**src/rtl/scale_window_gen.sv**
```systemverilog
// Scaled-window decoder for the image generator: maps HDMI cx/cy onto source pixel/line indices
// and sub-pixel phases, locks HDMI timing to the source frame, and paces next-line fetches.
module scale_window_gen #(
  parameter int unsigned SRC_W       = 240,
  parameter int unsigned SRC_H       = 160,
  parameter int unsigned SCALE       = 4,
  parameter int unsigned X_START     = 160,
  parameter int unsigned Y_START     = 40,
  parameter int unsigned CX_W        = 11,
  parameter int unsigned CY_W        = 10,
  parameter int unsigned PHASE_DELAY = 2,
  parameter int unsigned REQ_LEAD    = 8,
  parameter int unsigned SYNC_LINES  = 2,
  localparam int unsigned SX_W = $clog2(SRC_W),
  localparam int unsigned SY_W = $clog2(SRC_H),
  localparam int unsigned PH_W = (SCALE > 1) ? $clog2(SCALE) : 1
) (
  input  logic            pxlClk,
  input  logic            rstN,
  input  logic [CX_W-1:0] cx,
  input  logic [CY_W-1:0] cy,
  input  logic [CX_W-1:0] frameWidth,
  input  logic [CY_W-1:0] frameHeight,
  input  logic            newFrameIn,
  input  logic            sameLine,
  input  logic            lineAck,
  output logic            lineReq,
  output logic            setStart,
  output logic [CX_W-1:0] setStartX,
  output logic [CY_W-1:0] setStartY,
  output logic            drawWin,
  output logic [SX_W-1:0] srcX,
  output logic [SY_W-1:0] srcY,
  output logic [PH_W-1:0] phaseX,
  output logic [PH_W-1:0] phaseY,
  output logic [PH_W-1:0] phaseXDel,
  output logic            gridAct,
  output logic [7:0]      lineMissCnt
);

  localparam int unsigned      X_END   = X_START + SRC_W * SCALE;
  localparam int unsigned      Y_END   = Y_START + SRC_H * SCALE;
  localparam logic [PH_W-1:0]  PH_LAST = PH_W'(SCALE - 1);
  localparam logic [SY_W-1:0]  SY_LAST = SY_W'(SRC_H - 1);
  localparam logic [CY_W-1:0]  Y_FIRST = CY_W'(Y_START);
  localparam logic [CY_W-1:0]  SYNC_Y  = CY_W'(Y_START - SYNC_LINES);

  typedef enum logic [1:0] {LK_IDLE, LK_LOCKING, LK_LOCKED} lock_e;
  typedef enum logic       {REQ_IDLE, REQ_WAIT} req_e;

  lock_e           lock_q, lock_d;
  req_e            req_q, req_d;
  logic            draw_q, draw_d;
  logic [SX_W-1:0] src_x_q, src_x_d;
  logic [SY_W-1:0] src_y_q, src_y_d;
  logic [PH_W-1:0] ph_x_q, ph_x_d;
  logic [PH_W-1:0] ph_y_q, ph_y_d;
  logic            grid_q, grid_d;
  logic            line_req_q, line_req_d;
  logic            set_start_q, set_start_d;
  logic [CY_W-1:0] set_start_y_q, set_start_y_d;
  logic [7:0]      miss_q, miss_d;
  logic            nf_q;
  logic [CY_W-1:0] cy_q;

  logic win_c, line_end_c, req_pt_c, nf_rise_c, in_rows_c;

  assign win_c      = (32'(cx) >= X_START) && (32'(cx) < X_END) &&
                      (32'(cy) >= Y_START) && (32'(cy) < Y_END);
  assign line_end_c = (cx == frameWidth - CX_W'(1));
  assign req_pt_c   = (cx == frameWidth - CX_W'(REQ_LEAD));
  assign nf_rise_c  = newFrameIn & ~nf_q;
  assign in_rows_c  = (cy >= Y_FIRST);

  always_comb begin
    lock_d        = lock_q;
    req_d         = req_q;
    draw_d        = win_c;
    src_x_d       = '0;
    ph_x_d        = '0;
    src_y_d       = src_y_q;
    ph_y_d        = ph_y_q;
    miss_d        = miss_q;
    set_start_y_d = set_start_y_q;

    // Horizontal phase restarts on the first window pixel of every row
    if (win_c && draw_q) begin
      if (ph_x_q == PH_LAST) begin
        src_x_d = src_x_q + SX_W'(1);
      end else begin
        ph_x_d  = ph_x_q + PH_W'(1);
        src_x_d = src_x_q;
      end
    end

    if (line_end_c) begin
      if ((cy == frameHeight - CY_W'(1)) || (lock_q == LK_LOCKING)) begin
        ph_y_d  = '0;
        src_y_d = '0;
      end else if (in_rows_c) begin
        if (ph_y_q == PH_LAST) begin
          ph_y_d = '0;
          if (src_y_q != SY_LAST) src_y_d = src_y_q + SY_W'(1);
        end else begin
          ph_y_d = ph_y_q + PH_W'(1);
        end
      end
    end

    grid_d = (ph_x_d == '0) || (ph_y_d == '0);

    // A fresh frame edge always restarts locking; lock completes once HDMI cy reloads
    case (lock_q)
      LK_IDLE:    if (nf_rise_c) lock_d = LK_LOCKING;
      LK_LOCKING: if (!nf_rise_c && (cy != cy_q)) lock_d = LK_LOCKED;
      LK_LOCKED:  if (nf_rise_c) lock_d = LK_LOCKING;
      default:    lock_d = LK_IDLE;
    endcase
    set_start_d = (lock_d == LK_LOCKING);
    if (lock_d == LK_LOCKING) set_start_y_d = SYNC_Y;

    if (lock_d == LK_LOCKING) begin
      req_d = REQ_IDLE;
    end else begin
      case (req_q)
        REQ_IDLE: begin
          if (req_pt_c && (lock_q == LK_LOCKED) && in_rows_c &&
              (ph_y_q == PH_LAST) && !sameLine)
            req_d = REQ_WAIT;
        end
        REQ_WAIT: begin
          if (lineAck) begin
            req_d = REQ_IDLE;
          end else if (line_end_c) begin
            req_d = REQ_IDLE;
            if (miss_q != 8'hFF) miss_d = miss_q + 8'd1;
          end
        end
        default: req_d = REQ_IDLE;
      endcase
    end
    line_req_d = (req_d == REQ_WAIT);
  end

  always_ff @(posedge pxlClk or negedge rstN) begin
    if (!rstN) begin
      lock_q        <= LK_IDLE;
      req_q         <= REQ_IDLE;
      draw_q        <= 1'b0;
      src_x_q       <= '0;
      src_y_q       <= '0;
      ph_x_q        <= '0;
      ph_y_q        <= '0;
      grid_q        <= 1'b0;
      line_req_q    <= 1'b0;
      set_start_q   <= 1'b0;
      set_start_y_q <= '0;
      miss_q        <= '0;
      nf_q          <= 1'b0;
      cy_q          <= '0;
    end else begin
      lock_q        <= lock_d;
      req_q         <= req_d;
      draw_q        <= draw_d;
      src_x_q       <= src_x_d;
      src_y_q       <= src_y_d;
      ph_x_q        <= ph_x_d;
      ph_y_q        <= ph_y_d;
      grid_q        <= grid_d;
      line_req_q    <= line_req_d;
      set_start_q   <= set_start_d;
      set_start_y_q <= set_start_y_d;
      miss_q        <= miss_d;
      nf_q          <= newFrameIn;
      cy_q          <= cy;
    end
  end

  // phaseX delayed to line up with the downstream filter pipeline
  if (PHASE_DELAY == 0) begin : g_no_dly
    assign phaseXDel = ph_x_q;
  end else begin : g_dly
    logic [PH_W-1:0] dly_q [PHASE_DELAY];
    always_ff @(posedge pxlClk or negedge rstN) begin
      if (!rstN) begin
        dly_q <= '{default: '0};
      end else begin
        dly_q[0] <= ph_x_q;
        for (int unsigned i = 1; i < PHASE_DELAY; i++) dly_q[i] <= dly_q[i-1];
      end
    end
    assign phaseXDel = dly_q[PHASE_DELAY-1];
  end

  assign lineReq     = line_req_q;
  assign setStart    = set_start_q;
  assign setStartX   = '0;
  assign setStartY   = set_start_y_q;
  assign drawWin     = draw_q;
  assign srcX        = src_x_q;
  assign srcY        = src_y_q;
  assign phaseX      = ph_x_q;
  assign phaseY      = ph_y_q;
  assign gridAct     = grid_q;
  assign lineMissCnt = miss_q;

endmodule

```
**config.mk**
```make
export PLATFORM = sky130hd
export DESIGN_NAME = scale_window_gen
export DESIGN_NICKNAME = d
export VERILOG_FILES = /design/src/rtl/scale_window_gen.sv
export SDC_FILE = /design/constraint.sdc
export NUM_CORES = 1
export LEC_CHECK = 0
export CAP_MARGIN = 5
export CORE_ASPECT_RATIO = 1.2
export CORE_UTILIZATION = 48
export DETAILED_ROUTE_END_ITERATION = 8
export PLACE_DENSITY = 0.81
export SYNTH_ARGS = -nofsm -noshare
export SYNTH_HDL_FRONTEND = slang
export SYNTH_SLANG_ARGS = --single-unit
```
**constraint.sdc**
```tcl
create_clock -name pxlClk -period 2.7 [get_ports pxlClk]
set_input_delay 0.54 -clock pxlClk [delete_from_list [all_inputs] [get_ports pxlClk]]
set_output_delay 0.54 -clock pxlClk [all_outputs]
set_load 0.01 [all_outputs]
```
==> run summary, run 1 <==
Post-synth seq share: 0.370
Initial DRC count: 133
FF+latch count, synth: 50
Met1 Track Usage GR: 0.309
Most frequent cells in the layout: 78 x buf_4, 63 x clkdlybuf4s50_1, 50 x dfrtp_1
Crit-path leading delay family: simple AND/OR/NAND/NOR gates
Vias in the first global route: 3473
Simple-Gate Fraction of Synth Area: 0.216
H-tree Lvls: 2
NonClk Buf Share: 0.291
Compound Share, Synth: 0.142
DP Wirelength: 6680 um
Netlist Area Pre-Place: 0.00338 mm^2
Required @ worst endpoint: 2.88 ns
CTS tree: yes
Seq power: 0.000776 W
Crit path setup slack, layout: 0.0148 ns
Drt first pass iters: 5
WHS: 0.191 ns
Synth mux share: 0.00924
Antenna violations before repair: 0
Drc violations: 0
Cts bufs inserted: 5
Ys cells: 357
Die height: 94.0 um
Clock slew at reported path FFs: 0.09 ns
Cell area after layout: 0.00526 mm^2
Setup crit start kind: input port
Critical Path AT: 2.87 ns
Post-CTS Setup Bufs: 10
Synthesized instance count: 357
Clock buf/inv share: 0.0200
Routed wl met3: 440 um
CP max stage delay: 0.53 ns
Peak VDD IR: 255 uV
Dominant Register Cell: dfrtp_1
Row Count: 33
Total area of sequential cells: 0.00125 mm^2
Status: completed
Flop pwr share: 0.450
Switching Fraction: 0.280
Largest net degree at the start of global routing: 24
Avg WL per Cell: 16.0 um
GR peak layer: met2
Worst R2R Setup Slack: 0.50 ns
Total gr overflow: 0
Top Metal Used: met4
Leak pwr: 2.36 nW
Syn_area_per_cell: 9.48 um^2
Non-clock inverters: 10
Max-Slew Margin vs Limit: 0.418
DR WL met2: 5130 um
Clock net sink count: 50
Floorplan utilization: 0.497
Distinct lib cells used: 60
Port bufs: 83
Total core area: 0.00681 mm^2
Internal power: 0.00124 W
Max power group: registers
CP endpoint kind: flop
Sum Neg Setup Slack: 0 ns
Max cap viols: 0
Clock buffers: 7
-- run 1: cell families after synthesis --
kind of cell             count (synthesis)
AND/OR/NAND/NOR                        132
other                                    1
AND-OR/OR-AND                           62
adder cells (fa/ha/maj)                  9
buffers and inverters                   41
XOR/XNOR                                59
multiplexers                             3
flip-flops                              50
-- run 1: registers in the layout, indices dropped and copies added, names as in the netlist --
register,cells
g_dly.dly_q,2
lineReq,1
gridAct,1
lock_q,2
drawWin,1
cy_q,10
lineMissCnt,8
srcY,8
phaseXDel,2
phaseX,2
srcX,8
nf_q,1
setStart,1
setStartY,1
phaseY,2
### Metal 3, run 1

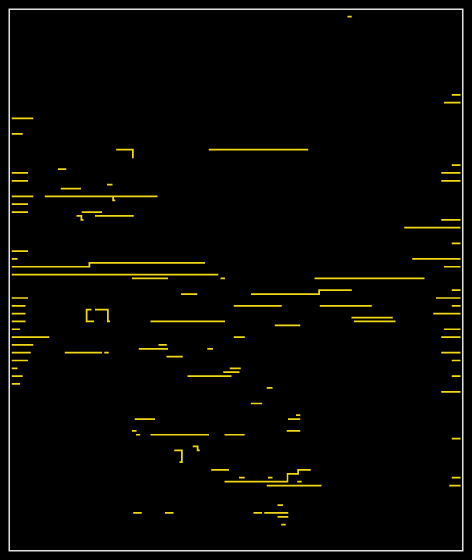
The layer carries 440 um of wire. 85 nets have wire on it.
routed via count: 3390
M3 GR Usage: 0.0437
post-detailed-routing wire length: 9730 um

### Selected gate families, run 1

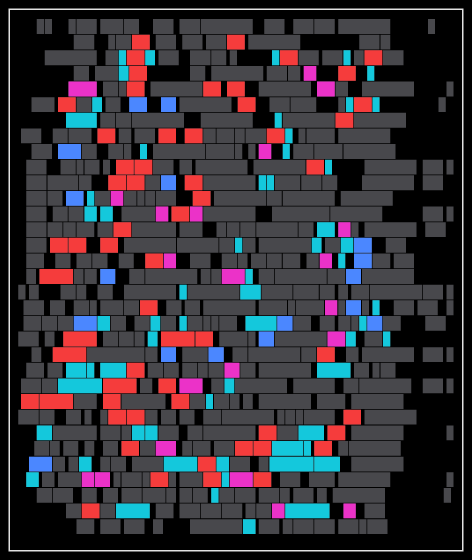
Magenta shows AND and OR gates, cells 21, most used and3_1. Blue shows AND-OR and OR-AND gates, cells 17, most used a21o_1. Cyan shows NOR gates, cells 61, most used nor2_1. Red shows XOR/XNOR gates, cells 59, most used xnor2_1.
Top cell excl fill/tap: buf_4
Non-Filler Instances: 609
logic share of the area: 0.422

### M2 wires, run 1

Scale bar: 20 um.
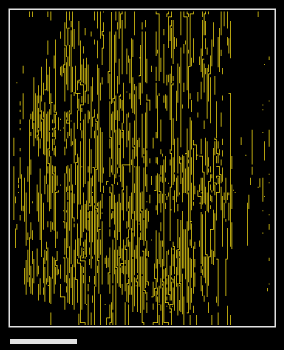
The layer holds 53% of the routed length. The layer carries 5130 um of wire. The longest straight run is 45.6 um.
met2 usage: 0.497

### Where the registers sit, run 1

Scale bar: 20 um. Other sequential cells in the stronger gray, the rest of the logic in the fainter gray.
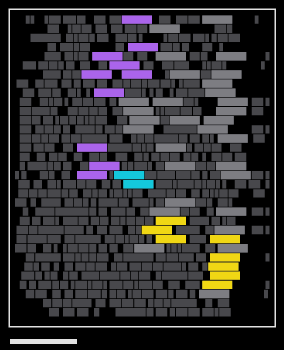

--- run 2 (diff from run 1) ---
- CTS_BUF_LIST: default -> sky130_fd_sc_hd__clkbuf_16
- TNS_END_PERCENT: default -> 20
### Where the registers sit, run 2

Scale bar: 20 um. Other sequential cells in the stronger gray, the rest of the logic in the fainter gray.
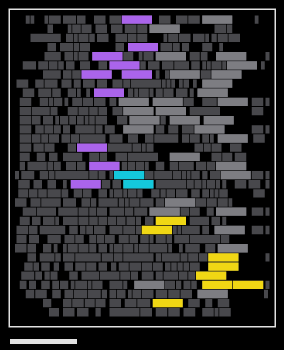
Yellow shows lineMissCnt, flops 8, where bottom right. Purple shows cy_q, flops 10. Cyan shows phaseY, flops 2.
Seq power: 0.000777 W
Seq/total area: 0.239
Layout Utilization: 0.767
total area of sequential cells: 0.00125 mm^2

### Selected gate families, run 2

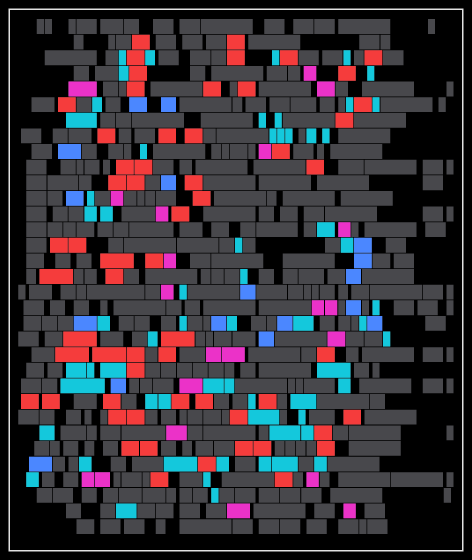
Red shows XOR/XNOR gates, cells 59, most used xnor2_1. Blue shows AND-OR and OR-AND gates, cells 17, most used a21o_1. Magenta shows AND and OR gates, cells 21, most used and3_1. Cyan shows NOR gates, cells 61, most used nor2_1.
logic share of the area: 0.417
Non-Filler Instances: 607

==> run summary, run 2 <==
Status: completed
Switching Fraction: 0.271 (-0.00867)
Routed wl met3: 406 um (-7.7%)
Setup crit start kind: input port
Critical Path AT: 2.81 ns (-0.06 ns)
Initial DRC count: 201 (+51%)
Syn_area_per_cell: 9.48 um^2 (unchanged)
Port bufs: 83 (unchanged)
Global placement routability congestion: 0.893
H-tree Lvls: 2 (unchanged)
DP Wirelength: 6680 um (unchanged)
Total core area: 0.00681 mm^2 (unchanged)
Most frequent cells in the layout: 77 x buf_4, 63 x clkdlybuf4s50_1, 50 x dfrtp_1
Post-detailed-routing wire length: 9250 um (-5.0%)
Max-Slew Margin vs Limit: 0.599 (+0.181)
Met1 Track Usage GR: 0.313 (+0.00342)
Clock net sink count: 50 (unchanged)
GR peak layer: met2
# diodes: 0
Buffers, non-clock: 169
Netlist Area Pre-Place: 0.00338 mm^2 (unchanged)
Non-clock inverters: 10 (unchanged)
Routed via count: 3323 (-2.0%)
Clock buf/inv share: 0.0271 (+0.00708)
Required @ worst endpoint: 2.88 ns (about the same)
Flop pwr share: 0.422 (-0.028)
Fin. max-slew vios: 0
WHS: 0.212 ns (+0.0205 ns)
Sum Neg Setup Slack: 0 ns (unchanged)
Worst R2R Setup Slack: 0.61 ns (+0.11 ns)
Crit-path leading delay family: simple AND/OR/NAND/NOR gates
Synth mux share: 0.00924 (unchanged)
Max FFs per register: 10 (unchanged)
Antenna violations before repair: 0 (unchanged)
Final hold viol count: 0
Clock slew at reported path FFs: 0.07 ns (-0.02 ns)
Floorplan utilization: 0.497 (unchanged)
DR WL met2: 5100 um (-0.53%)
Max FO, Critical Path: 3
CTS tree: yes
Die height: 94.0 um (unchanged)
Peak VDD IR: 249 uV (-2.3%)
Internal power: 0.00134 W (+7.9%)
Post-synth seq share: 0.370 (unchanged)
Largest reg by FF count: cy_q
Max cap viols: 0 (unchanged)
Net Sw Power: 0.000499 W
Simple-Gate Fraction of Synth Area: 0.216 (unchanged)
Distinct lib cells used: 60 (unchanged)
Drt first pass iters: 5 (unchanged)
Wire length on met1: 3560 um
Top Metal Used: met4
Placed cells: 589
Synthesized instance count: 357 (unchanged)
Critical path depth: 10
Dominant Register Cell: dfrtp_1
Clock buffers: 5 (-2)
Total gr overflow: 0 (unchanged)
Crit path kind: input port to flop
Drc violations: 0 (unchanged)
NonClk Buf Share: 0.287 (-0.00332)
Largest net degree at the start of global routing: 24 (unchanged)
Ys cells: 357 (unchanged)
Top cell excl fill/tap: buf_4
CP endpoint kind: flop
Vias in the first global route: 3434 (-1.1%)
FF+latch count, synth: 50 (unchanged)
FFs w/ async S/R, synth: 1.00
Avg WL per Cell: 15.2 um (-4.7%)
Compound Share, Synth: 0.142 (unchanged)
M3 GR Usage: 0.0301 (-0.0136)
Met2 usage: 0.517 (+0.0196)
CP max stage delay: 0.54 ns (about the same)
Leak pwr: 2.33 nW (-0.89%)
Cts bufs inserted: 5 (unchanged)
Row Count: 33 (unchanged)
## run 2: cell counts after synthesis
Identical to the previous run, type by type.
## run 2: stage by stage
stage               worst slack, ns  cell area [um^2]
finish                       0.0657              5230
CTS                         -0.0399              5250
global route                -0.0233              5230
global placement             -0.604              4820
detailed placement           -0.695              4820
floorplan                   0.00962              3510
## run 2: power groups by stage
stage	logic [W]	registers (W)	clock network (W)
6_report	0.000457	0.000777	0.000606
5_1_grt	0.000496	0.000779	0.000641
3_5_place_dp	0.000412	0.000790	0
2_1_floorplan	0.000200	0.000791	0
4_1_cts	0.000454	0.000777	0.000618
3_3_place_gp	0.000398	0.000789	0
## run 2: repair_timing
item,CTS,global route
resized,87,5
setup buffers,11,0
endpoints found under the hold margin,0,0
pin swaps,28,10
cloned,1,0
endpoints found under the setup margin,20,17
--- run 3 (diff from run 2) ---
- CAP_MARGIN: 5 -> default
### Routing congestion map, run 3

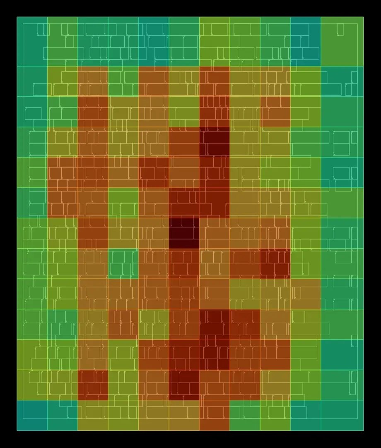
M3 GR Usage: 0.0301
GR peak layer: met2
met1 Track Usage GR: 0.313
met2 usage: 0.517

### Where the registers sit, run 3

Scale bar: 20 um. Other sequential cells in the stronger gray, the rest of the logic in the fainter gray.
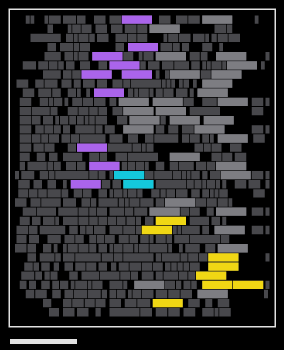
Cyan shows phaseY, flops 2. Purple shows cy_q, flops 10. Yellow shows lineMissCnt, flops 8, where bottom right.

==> run summary, run 3 <==
CTS Hold Bufs: 0
Fin. max-slew vios: 0 (unchanged)
Drc violations: 0 (unchanged)
FA/HA/MAJ Cells, Area Fraction: 0.0333
Clk root buf: clkbuf_16
Clock skew: 0.00569 ns
WHS: 0.212 ns (unchanged)
IO Pins: 102
Vias in the first global route: 3434 (unchanged)
Placed cells: 589 (unchanged)
Slew @ Worst Pin: 0.597 ns
Synth mux share: 0.00924 (unchanged)
R2R Path End: srcY[7]
Syn_area_per_cell: 9.48 um^2 (unchanged)
Cell area after layout: 0.00523 mm^2 (unchanged)
Cts bufs inserted: 5 (unchanged)
R2R cell count: 7
Drt first pass iters: 5 (unchanged)
Routed wl met3: 406 um (unchanged)
FFs w/ async S/R, synth: 1.00 (unchanged)
DP Wirelength: 6680 um (unchanged)
Tool warning count: 29
FF+latch count, synth: 50 (unchanged)
Area leader share: 0.370
Post-synth top cells: 50 x dfrtp_1, 31 x xnor2_1, 28 x nor2_1, 28 x xor2_1, 23 x buf_4
Simple-Gate Fraction of Synth Area: 0.216 (unchanged)
Clock slew at reported path FFs: 0.07 ns (about the same)
Number of flops mapped to enable cells by yosys: 0
Row Count: 33 (unchanged)
Max-Slew Margin vs Limit: 0.599 (unchanged)
Switching Fraction: 0.271 (unchanged)
Ys cells: 357 (unchanged)
Min Tclk post-route: 2.63 ns
Avg WL per Cell: 15.2 um (unchanged)
Crit path kind: input port to flop
Gates resized, CTS repair: 87 (unchanged)
Gate power share: 0.248
Yosys xor share: 0.153
Leak pwr: 2.33 nW (unchanged)
Crit path setup slack, layout: 0.0657 ns (unchanged)
Yosys warns: 0
Crit-path cells: clkdlybuf4s15_2 -> buf_6 -> o31ai_4 -> nand3_2 -> xor2_1 -> or4_4 -> buf_4 -> or4_1 -> a21oi_2 -> o21ai_1
CP endpoint kind: flop
Post-synth seq share: 0.370 (unchanged)
Seq power: 0.000777 W (about the same)
Fraction of layout cells with a size suffix above 1: 0.294
Crit-path leading delay family: simple AND/OR/NAND/NOR gates
Die area: 0.00739 mm^2
Clock power share: 0.329
Total GRT Usage: 0.274
CTS tree: yes
Post-DP Area: 0.00482 mm^2 (unchanged)
Hold crit path type: input port to async pin
CP max stage delay: 0.54 ns (about the same)
Leading area contributor after synthesis: dfrtp_1
Vias/cell: 5.47
Count leader, synth: dfrtp_1
Largest net degree at the start of global routing: 24 (unchanged)
Clock Path Buffers: 2
Final hold viol count: 0 (unchanged)
Total power: 0.00184 W
Top cells by area: dfrtp_1 37%, xnor2_1 8.0%, xor2_1 7.2%
Setup WS pre-CTS: -0.695 ns (unchanged)
Comb area leader: simple AND/OR/NAND/NOR gates
Max Freq: 380 MHz
Critical Path AT: 2.81 ns (about the same)
Final period util: 0.976
PwrDens: 352 mW/mm^2
Routed Antenna Nets: 0
Flop pwr share: 0.422 (about the same)
# diodes: 0 (unchanged)
Antenna violations before repair: 0 (unchanged)
Max FO, Critical Path: 3 (unchanged)
WP buf/inv: 3
Total gr overflow: 0 (unchanged)
Yosys Chip Area: 0.00338 mm^2
Post-CTS Setup Bufs: 11 (unchanged)
Netlist Area Pre-Place: 0.00338 mm^2 (unchanged)
First-pass GRT wire length: 15800 um
Top cell excl fill/tap: buf_4
Compound Share, Synth: 0.142 (unchanged)
Distinct lib cells used: 60 (unchanged)
Dominant Register Cell: dfrtp_1
Worst R2R Setup Slack: 0.61 ns (about the same)
Non-Filler Instances: 607 (unchanged)
Port bufs: 83 (unchanged)
Max cap viols: 0 (unchanged)
Clk pwr: 0.000606 W (about the same)
Largest reg by FF count: cy_q
Peak VDD IR: 249 uV (unchanged)
Insertion Delay late pin: 0.29 ns
Routed via count: 3323 (unchanged)
Setup-failing EPs final: 0
Most frequent cells in the layout: 77 x buf_4, 63 x clkdlybuf4s50_1, 50 x dfrtp_1
Total core area: 0.00681 mm^2 (unchanged)
Floorplan utilization: 0.497 (unchanged)
Wire length on met1: 3560 um (unchanged)
Sum Neg Setup Slack: 0 ns (unchanged)
Combinational power: 0.000457 W (about the same)
Clock net sink count: 50 (unchanged)
Required @ worst endpoint: 2.88 ns (about the same)
Reg-to-reg startpoint: srcY[0]
Synthesized instance count: 357 (unchanged)
Initial DRC count: 201 (unchanged)
Final #Nets: 575
Max power group: registers
Max FFs per register: 10 (unchanged)
DR WL met2: 5100 um (unchanged)
Global placement routability congestion: 0.893 (unchanged)
Slowest cell on the critical path: or4_1
Status: completed
H-tree Lvls: 2 (unchanged)
Setup crit start kind: input port
Post-detailed-routing wire length: 9250 um (unchanged)
Internal power: 0.00134 W (unchanged)
Layout Utilization: 0.767 (unchanged)
Area Overhead vs Synth: 54.4%
Die W: 78.7 um
Crit path launch: frameWidth[1]
Top Metal Used: met4
Die height: 94.0 um (unchanged)
Net Sw Power: 0.000499 W (unchanged)
RSZ-0062 raised after global routing: yes
-- run 3: cell type report --
class                      count  area, um^2
timing repair buffer         169        1500
inverter                      10        42.5
clock buffer                   5         125
clock inverter                 3        16.3
multi-input combinational    283        2180
tap                           87         109
sequential                    50        1250
fill                         456        1590
-- run 3: worst reg2reg max path, stage by stage, from the launching register on --
cell and delay, ns:
dfrtp_1 0.48, ha_1 0.27, nor4b_1 0.31, a21oi_1 0.14
and4_1 0.24, and3_1 0.21, and2_1 0.16, a22o_1 0.17
-- run 3: worst max-delay path by stage --
stage                                end  slack, ns  depth (start not counted)
after floorplan           lineMissCnt[1]       0.01                         10
final                            gridAct       0.07                         10
after detailed placement  lineMissCnt[6]      -0.69                          9
after global routing      lineMissCnt[6]      -0.02                         10
after CTS                        srcY[1]      -0.04                         14
after global placement           srcY[7]      -0.60                         13
Power figures rest on the tool's default switching activity, not on a simulated workload.
